layer_met1.png
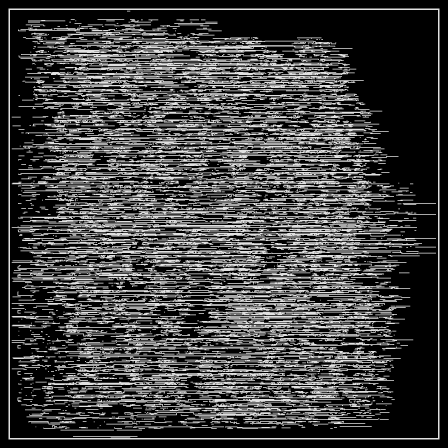
layer_met2.png
Scale bar: 100 um. Cells faint in the background.
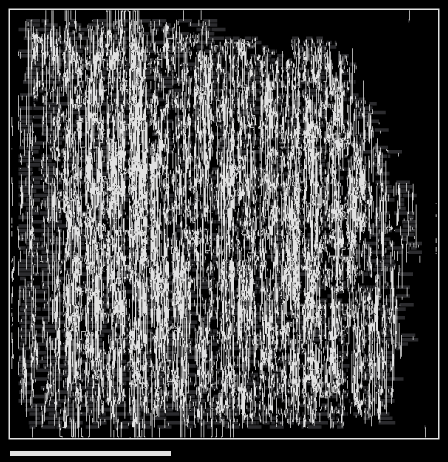
layer_met3.png
Scale bar: 100 um.
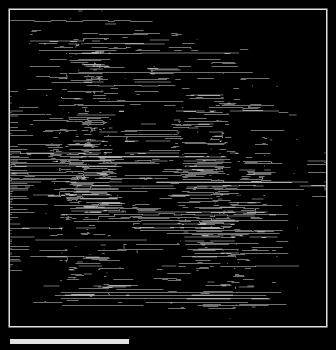
**config.mk**
```make
export PLATFORM = sky130hd
export DESIGN_NAME = plic_mt
export DESIGN_NICKNAME = d
export VERILOG_FILES = /design/src/rtl/plic_mt.sv
export SDC_FILE = /design/constraint.sdc
export NUM_CORES = 2
export LEC_CHECK = 0
export CORE_MARGIN = 5
export CORE_UTILIZATION = 50
export CTS_CLUSTER_DIAMETER = 30
export CTS_CLUSTER_SIZE = 10
export DETAILED_ROUTE_END_ITERATION = 16
export DONT_BUFFER_PORTS = 1
export PLACE_DENSITY_LB_ADDON = 0.15
export SLEW_MARGIN = 15
export SYNTH_ARGS = -nofsm -noshare
export SYNTH_HDL_FRONTEND = slang
export SYNTH_SLANG_ARGS = --single-unit
```
**constraint.sdc**
```tcl
create_clock -name clk -period 88.4 [get_ports clk]
set_input_delay 13.26 -clock clk [delete_from_list [all_inputs] [get_ports clk]]
set_output_delay 13.26 -clock clk [all_outputs]
set_load 0.02 [all_outputs]
```
**src/rtl/plic_mt.sv**
```systemverilog
// Multi-target PLIC: per-source level/edge gateways, per-target priority arbitration with
// registered outputs, and a two-state cfg bus that implements claim/complete.
module plic_mt #(
    parameter int unsigned NUM_SOURCES = 32,
    parameter int unsigned NUM_TARGETS = 2,
    parameter int unsigned PRIO_BITS   = 3,
    parameter int unsigned ID_W        = 6
) (
    input  logic                        clk,
    input  logic                        rst,
    input  logic [NUM_SOURCES-1:0]      irq_sources_i,
    output logic [NUM_TARGETS-1:0]      irq_o,
    output logic [NUM_TARGETS*ID_W-1:0] irq_id_o,
    input  logic                        cfg_en,
    input  logic                        cfg_we,
    input  logic [31:0]                 cfg_addr,
    input  logic [31:0]                 cfg_wdata,
    output logic [31:0]                 cfg_rdata,
    output logic                        cfg_ready
);
    typedef enum logic {StIdle, StAccess} state_e;

    state_e                 state_q;
    logic [31:0]            addr_q;
    logic [31:0]            wdata_q;
    logic                   we_q;

    logic [NUM_SOURCES-1:0] sync0_q, sync1_q, sync1_prev_q;
    logic [NUM_SOURCES-1:0] pending_q, pending_d;
    logic [NUM_SOURCES-1:0] in_service_q, in_service_d;
    logic [NUM_SOURCES-1:0] deferred_q, deferred_d;
    logic [NUM_SOURCES-1:0] mode_q;
    logic [PRIO_BITS-1:0]   prio_q      [NUM_SOURCES];
    logic [NUM_SOURCES-1:0] enable_q    [NUM_TARGETS];
    logic [PRIO_BITS-1:0]   threshold_q [NUM_TARGETS];

    logic [ID_W-1:0]        best_id     [NUM_TARGETS];
    logic [PRIO_BITS-1:0]   best_prio   [NUM_TARGETS];
    logic [NUM_SOURCES-1:0] rise, level_pend;
    logic [NUM_TARGETS-1:0] claim_sel;
    logic [31:0]            rdata;
    logic                   access;

    assign access     = (state_q == StAccess);
    assign cfg_ready  = access;
    assign cfg_rdata  = (access && !we_q) ? rdata : '0;
    assign rise       = sync1_q & ~sync1_prev_q;
    assign level_pend = sync1_q & ~in_service_q;

    // Strict '>' against the running best keeps the lowest ID on priority ties.
    always_comb begin
        for (int t = 0; t < NUM_TARGETS; t++) begin
            best_id[t]   = '0;
            best_prio[t] = '0;
            for (int s = 0; s < NUM_SOURCES; s++) begin
                if (pending_q[s] && enable_q[t][s] && (prio_q[s] > threshold_q[t]) &&
                    (prio_q[s] > best_prio[t])) begin
                    best_id[t]   = ID_W'(s);
                    best_prio[t] = prio_q[s];
                end
            end
        end
    end

    always_comb begin
        for (int t = 0; t < NUM_TARGETS; t++) begin
            claim_sel[t] = (addr_q == 32'h0020_0004 + 32'(t) * 32'h1000);
        end
    end

    always_comb begin
        rdata = '0;
        for (int s = 1; s < NUM_SOURCES; s++) begin
            if (addr_q == 32'(4 * s)) rdata = 32'(prio_q[s]);
        end
        if (addr_q == 32'h0000_1000) rdata = 32'(pending_q);
        if (addr_q == 32'h0000_1004) rdata = 32'(mode_q);
        for (int t = 0; t < NUM_TARGETS; t++) begin
            if (addr_q == 32'h0000_2000 + 32'(t) * 32'h80) rdata = 32'(enable_q[t]);
            if (addr_q == 32'h0020_0000 + 32'(t) * 32'h1000) rdata = 32'(threshold_q[t]);
            if (claim_sel[t]) rdata = 32'(best_id[t]);
        end
    end

    // Gateways first, then claim/complete override, so a claim beats a same-cycle edge.
    always_comb begin
        pending_d    = pending_q;
        in_service_d = in_service_q;
        deferred_d   = deferred_q;
        for (int s = 0; s < NUM_SOURCES; s++) begin
            if (mode_q[s]) begin
                if (rise[s]) begin
                    if (in_service_q[s] || pending_q[s]) deferred_d[s] = 1'b1;
                    else                                 pending_d[s]  = 1'b1;
                end
            end else begin
                pending_d[s] = level_pend[s];
            end
        end
        for (int t = 0; t < NUM_TARGETS; t++) begin
            if (access && claim_sel[t]) begin
                for (int s = 1; s < NUM_SOURCES; s++) begin
                    if (!we_q && (best_id[t] == ID_W'(s))) begin
                        pending_d[s]    = 1'b0;
                        in_service_d[s] = 1'b1;
                    end
                    if (we_q && (wdata_q == 32'(s)) && in_service_q[s] && enable_q[t][s]) begin
                        in_service_d[s] = 1'b0;
                        if (mode_q[s] && deferred_d[s]) begin
                            pending_d[s]  = 1'b1;
                            deferred_d[s] = 1'b0;
                        end
                    end
                end
            end
        end
        pending_d[0]    = 1'b0;
        in_service_d[0] = 1'b0;
        deferred_d[0]   = 1'b0;
    end

    always_ff @(posedge clk or posedge rst) begin
        if (rst) begin
            sync0_q      <= '0;
            sync1_q      <= '0;
            sync1_prev_q <= '0;
            pending_q    <= '0;
            in_service_q <= '0;
            deferred_q   <= '0;
            irq_o        <= '0;
            irq_id_o     <= '0;
        end else begin
            sync0_q      <= irq_sources_i;
            sync1_q      <= sync0_q;
            sync1_prev_q <= sync1_q;
            pending_q    <= pending_d;
            in_service_q <= in_service_d;
            deferred_q   <= deferred_d;
            for (int t = 0; t < NUM_TARGETS; t++) begin
                irq_o[t]                  <= (best_id[t] != '0);
                irq_id_o[t*ID_W +: ID_W]  <= best_id[t];
            end
        end
    end

    always_ff @(posedge clk or posedge rst) begin
        if (rst) begin
            state_q <= StIdle;
            addr_q  <= '0;
            wdata_q <= '0;
            we_q    <= 1'b0;
            mode_q  <= '0;
            for (int s = 0; s < NUM_SOURCES; s++) prio_q[s] <= '0;
            for (int t = 0; t < NUM_TARGETS; t++) begin
                enable_q[t]    <= '0;
                threshold_q[t] <= '0;
            end
        end else begin
            unique case (state_q)
                StIdle: begin
                    if (cfg_en) begin
                        addr_q  <= cfg_addr;
                        wdata_q <= cfg_wdata;
                        we_q    <= cfg_we;
                        state_q <= StAccess;
                    end
                end
                StAccess: begin
                    if (we_q) begin
                        for (int s = 1; s < NUM_SOURCES; s++) begin
                            if (addr_q == 32'(4 * s)) prio_q[s] <= wdata_q[PRIO_BITS-1:0];
                        end
                        if (addr_q == 32'h0000_1004) mode_q <= {wdata_q[NUM_SOURCES-1:1], 1'b0};
                        for (int t = 0; t < NUM_TARGETS; t++) begin
                            if (addr_q == 32'h0000_2000 + 32'(t) * 32'h80)
                                enable_q[t] <= {wdata_q[NUM_SOURCES-1:1], 1'b0};
                            if (addr_q == 32'h0020_0000 + 32'(t) * 32'h1000)
                                threshold_q[t] <= wdata_q[PRIO_BITS-1:0];
                        end
                    end
                    state_q <= StIdle;
                end
                default: state_q <= StIdle;
            endcase
        end
    end
endmodule
```
==> impl_metrics.yaml <==
# implementation run metrics
critical_path:
  crit_start: "prio_q[91]"
  worst_r2r_path_depth: 204
  crit_cells: 200
  cpMaxStageDelayCell: "nor3_1"
  crit_type: "flop to primary output"
place:
  placed_area_sq_um: 33950
  dp_hpwl_um: 85080
  dp_slack_ns: 23.90
routing:
  drt_iter0_drc: 3464
  route.met3.wl_um: 12970
  drc: 0
  drtAntennaViolNets: 0
cts:
  numCtsBuffers: 104
  cts_buffer_depth: 3
cells_and_area:
  diodes: 2
  seq_share_pct: 30.14
  mi_logic_area_sq_um: 20150
yosys:
  synth.area.mux_share_pct: 9.700
  aoi_share_pct: 21.80
  postSynthSeqShare_pct: 34.71
global_routing:
  gr-total-overflow: 0
  grt_pass1_wl_um: 176300
  grt_pass1_vias: 28150
final_timing:
  rsz0062_at_grt: "false"
  fin_tns_setup_ns: 0
  min_period_ns: 66.29
  setup_viol: 0
  slew_headroom_pct: 17.00
  fmax_ghz: 0.01508
worst_hold_path:
  min-delay-start: "sync0_q[29]"
run_status:
  status: "finished, final reports clean"
About layer_met1.png:
share of all routed wire	43%
main direction	horizontal
met1 GRT Util: 46.04%
DR vias: 30,120
final wirelength: 117,800 um

About layer_met2.png:
longest straight run	75.5 um
share of all routed wire	42%
nets with wire on the layer	3,323
wire length on this layer	49.3 mm
global-route met2 utilization: 46.99%

About layer_met3.png:
main direction	horizontal
nets with wire on the layer	504
wire length on this layer	13,000 um
longest straight run	185 um
share of all routed wire	11%
met3 global-route usage: 8.518%

